### src/rtl/i2s_transmitter.sv
// ---------------------------------------------------------------------------
// i2s_transmitter
//
// Serialises a stereo pair of 16-bit two's-complement samples onto a standard
// Philips I2S link. A 64-BCLK frame carries 32 slots per channel. The sample
// MSB goes in slot 1 of each half, which gives the one-BCLK I2S delay. All
// other slots carry 0. Samples are double-buffered: a strobe fills the holding
// registers, and the serial shift registers reload from them once per frame.
//
// Ports
//   clk_in           in   system clock (100 MHz)
//   rst_in           in   synchronous active-high reset
//   left_sample_in   in   [15:0] signed left-channel sample
//   right_sample_in  in   [15:0] signed right-channel sample
//   new_sample_in    in   one-cycle strobe, both samples valid
//   mute_in          in   forces an all-zero frame, sampled at frame load
//   i2s_bclk_out     out  serial bit clock
//   i2s_lrclk_out    out  word select (0 = left, 1 = right)
//   i2s_data_out     out  serial data, MSB first
//   frame_start_out  out  one-cycle pulse on frame load
//   underrun_out     out  one-cycle pulse: frame loaded with nothing pending
//   overrun_out      out  one-cycle pulse: strobe while a sample is pending
// ---------------------------------------------------------------------------
module i2s_transmitter #(
  parameter int BCLK_HALF_DIV = 12
) (
  input  logic        clk_in,
  input  logic        rst_in,
  input  logic [15:0] left_sample_in,
  input  logic [15:0] right_sample_in,
  input  logic        new_sample_in,
  input  logic        mute_in,
  output logic        i2s_bclk_out,
  output logic        i2s_lrclk_out,
  output logic        i2s_data_out,
  output logic        frame_start_out,
  output logic        underrun_out,
  output logic        overrun_out
);

  localparam int DIV_W = (BCLK_HALF_DIV > 1) ? $clog2(BCLK_HALF_DIV) : 1;
  localparam logic [DIV_W-1:0] DIV_LAST = DIV_W'(BCLK_HALF_DIV - 1);

  logic [DIV_W-1:0] div_cnt;
  logic [5:0]       bit_cnt;
  logic [15:0]      hold_left;
  logic [15:0]      hold_right;
  logic [15:0]      shift_left;
  logic [15:0]      shift_right;
  logic             pending;

  logic             div_tc;
  logic             fall_evt;
  logic             frame_load;
  logic [5:0]       next_slot;
  logic [4:0]       slot_in_half;
  logic             data_slot;

  // Every serial output changes in the same cycle that bclk drops. For that
  // reason, the data for the slot being entered is computed from the
  // incremented count.
  assign div_tc       = (div_cnt == DIV_LAST);
  assign fall_evt     = div_tc && i2s_bclk_out;
  assign frame_load   = fall_evt && (bit_cnt == 6'd63);
  assign next_slot    = bit_cnt + 6'd1;
  assign slot_in_half = next_slot[4:0];
  assign data_slot    = (slot_in_half >= 5'd1) && (slot_in_half <= 5'd16);

  always_ff @(posedge clk_in) begin
    if (rst_in) begin
      div_cnt      <= '0;
      i2s_bclk_out <= 1'b0;
    end else if (div_tc) begin
      div_cnt      <= '0;
      i2s_bclk_out <= ~i2s_bclk_out;
    end else begin
      div_cnt      <= div_cnt + DIV_W'(1);
    end
  end

  // The shift registers only move in the sixteen data slots of each half.
  // The bits shifted in at the bottom are zeros.
  always_ff @(posedge clk_in) begin
    if (rst_in) begin
      bit_cnt         <= '0;
      i2s_lrclk_out   <= 1'b0;
      i2s_data_out    <= 1'b0;
      shift_left      <= '0;
      shift_right     <= '0;
      frame_start_out <= 1'b0;
    end else begin
      frame_start_out <= frame_load;
      if (fall_evt) begin
        bit_cnt       <= next_slot;
        i2s_lrclk_out <= next_slot[5];
        if (frame_load) begin
          shift_left   <= mute_in ? 16'h0000 : hold_left;
          shift_right  <= mute_in ? 16'h0000 : hold_right;
          i2s_data_out <= 1'b0;
        end else if (data_slot) begin
          if (next_slot[5]) begin
            i2s_data_out <= shift_right[15];
            shift_right  <= {shift_right[14:0], 1'b0};
          end else begin
            i2s_data_out <= shift_left[15];
            shift_left   <= {shift_left[14:0], 1'b0};
          end
        end else begin
          i2s_data_out <= 1'b0;
        end
      end
    end
  end

  // A strobe that lands on the load cycle misses the current frame. The frame
  // takes the old holding contents. The new strobe keeps pending set so the
  // next frame picks it up.
  always_ff @(posedge clk_in) begin
    if (rst_in) begin
      hold_left    <= '0;
      hold_right   <= '0;
      pending      <= 1'b0;
      underrun_out <= 1'b0;
      overrun_out  <= 1'b0;
    end else begin
      underrun_out <= frame_load && !pending;
      overrun_out  <= new_sample_in && pending && !frame_load;
      if (new_sample_in) begin
        hold_left  <= left_sample_in;
        hold_right <= right_sample_in;
      end
      if (frame_load) begin
        pending <= new_sample_in;
      end else if (new_sample_in) begin
        pending <= 1'b1;
      end
    end
  end

endmodule

### config.mk
export PLATFORM = sky130hd
export DESIGN_NAME = i2s_transmitter
export DESIGN_NICKNAME = d
export VERILOG_FILES = /design/src/rtl/i2s_transmitter.sv
export SDC_FILE = /design/constraint.sdc
export NUM_CORES = 1
export LEC_CHECK = 0
export ABC_AREA = 1
export CORE_ASPECT_RATIO = 0.6
export CORE_MARGIN = 4
export CORE_UTILIZATION = 40
export DETAILED_ROUTE_END_ITERATION = 10
export PLACE_DENSITY = 0.56
export SYNTH_ARGS = -nofsm -noshare
export SYNTH_HDL_FRONTEND = slang
export SYNTH_SLANG_ARGS = --single-unit
### constraint.sdc
create_clock -name clk_in -period 4.6 [get_ports clk_in]
set_input_delay 0.69 -clock clk_in [delete_from_list [all_inputs] [get_ports clk_in]]
set_output_delay 0.69 -clock clk_in [all_outputs]
set_load 0.05 [all_outputs]
==> reports/qor.yml <==
drt:
  drt_iter0_drc: 238
  routed_via_density: 4.95
  totalWireLength_um: 8400
  vias: 3245
  first_pass_iters: 4
  wl_met1_um: 4390
  dr_wl_met3_um: 298
floorplanning:
  chipHeight_um: 82.4
  core-area_um2: 8750
  fp_util_pct: 42.2
  die_area_um2: 10900
  fp-row-count: 26
  ios: 42
final_timing:
  finalHoldViolations: 0
  rsz0062_at_grt: "no"
  slew_viol_final: 0
  holdWs_ps: 428
  setup_violations: 0
  fin_ws_ps: 1970
  finalClockPeriodUsage_pct: 57.3
  finClkSkew_ps: 5.85
cells_and_area:
  nNonClkBuffers: 43
  clk_share_pct: 7.67
  fillCellCount: 878
  utilization_pct: 50.1
  nets: 580
  flop_area_um2: 1600
  multi_input_comb_cells: 361
  flops: 80
  final_common_cell: "nor2_1"
  antennaDiodeCount: 0
  seq_area_share_pct: 36.5
yosys:
  area_leaders: "dfxtp_1, nor2_1, nand3_1"
  yosys.area.top_type_share_pct: 43.4
  synth_nets: 560
  syn-instance-count: 520
  yosysChipArea_um2: 3690
  edf_count: 0
  ys_cells: 520
  synth_flops: 80
  synth.distinct_cells: 29
  yosys_warnings: 0
global_routing:
  grt_busiest_layer: "met2"
  grt_max_degree: 74
  grt_overflow: 0
  gr-usage-met3_pct: 4.54
  antenna_found_initial: 0
critical_path:
  required_ps: 4820
  critPathArrivalTime_ps: 2860
  path_buffers: 1
  cpPeakStageDelay_ps: 570
  critPathKind: "register to register"
  worstRegToRegCells: 9
  start_kind: "register"
  crit_chain: "ha_1, nand2_2, nor3_4, nand2_4, clkinv_4, nand3_1, o21ai_0, a21oi_1, nor2_1"
  worstReg2RegEnd: "shift_right[4]"
  crit_end: "shift_right[4]"
  critPathTopFamily: "simple AND/OR/NAND/NOR gates"
  r2r_start: "bit_cnt[0]"
  worst_path_max_delay_cell: "nand2_4"
  path_depth: 9
  critical_path_peak_fanout: 73
clocking:
  path_clk_slew_ps: 60
  cts_setup_buffers: 0
  cts_root_buf: "clkbuf_16"
  clock_path_buffers: 2
  ctsHoldBuffers: 0
  cts_tree: "built"
place:
  place_area_um2: 4050
  place_ws_ps: 1690
  portBuffers: 41
  place.gp.congestion: 0.787
worst_hold_path:
  hold_start: "pending"
  hp-class: "register to register"
  hold_depth: 1
  whs_endpoint: "underrun_out"
flow_run:
  tool_warnings: 28
status:
  status: "completed"
where the power goes:
group / internal [mW] / switching [mW]
sequential: 0.716 / 0.0107
clock: 0.543 / 0.273
combinational: 0.0419 / 0.0457
total: 1.30 / 0.330
registers in the layout, summed over array words and instances (netlist names), 4 cells and up:
register,cells
bit_cnt,5
hold_left,16
shift_right,16
hold_right,16
shift_left,16
div_cnt,4
logic make-up (layout without fill, tap and decap cells):
| logic type | Yosys count | in the layout | synth area share [%] |
|---|---|---|---|
| and+or+nand+nor | 250 | 250 | 29.9 |
| AOI/OAI and AO/OA | 106 | 106 | 14.8 |
| DFF | 80 | 80 | 43.4 |
| buffers and inverters | 79 | 103 | 10.3 |
| adders and majority gates | 4 | 4 | 1.36 |
| xor gates and xnor gates | 1 | 1 | 0.237 |
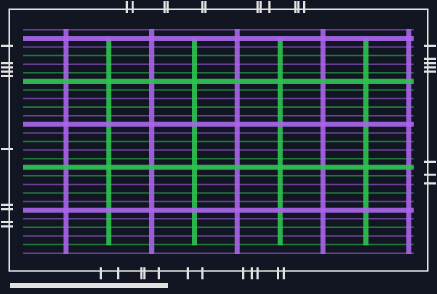
**Above:** power grid.
Scale bar: 50 µm. Pins as bars on the die edge.
[VDD] green
[VSS] purple
met5 straps: 5
signal pins: 42
rows: 26

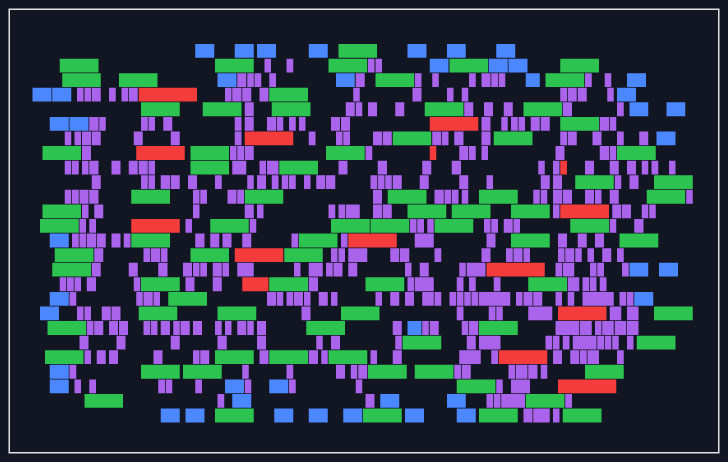
**Above:** placed cells, one colour a class.
[clock drivers and dummy loads] red | cells: 15
[flops] green | cells: 80
[other buffers and delay cells] blue | cells: 43
[all other logic] purple | cells: 406

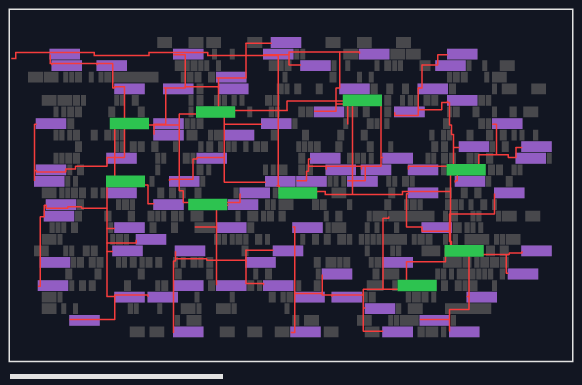
**Above:** clock distribution.
Scale bar: 50 µm.
[clock wires] red | length: 1100 µm
[cells driving clock nets] green | count: 9
[flip-flops] purple | count: 80
flops lie: widely spread

Power is estimated from default activity; no workload was simulated.
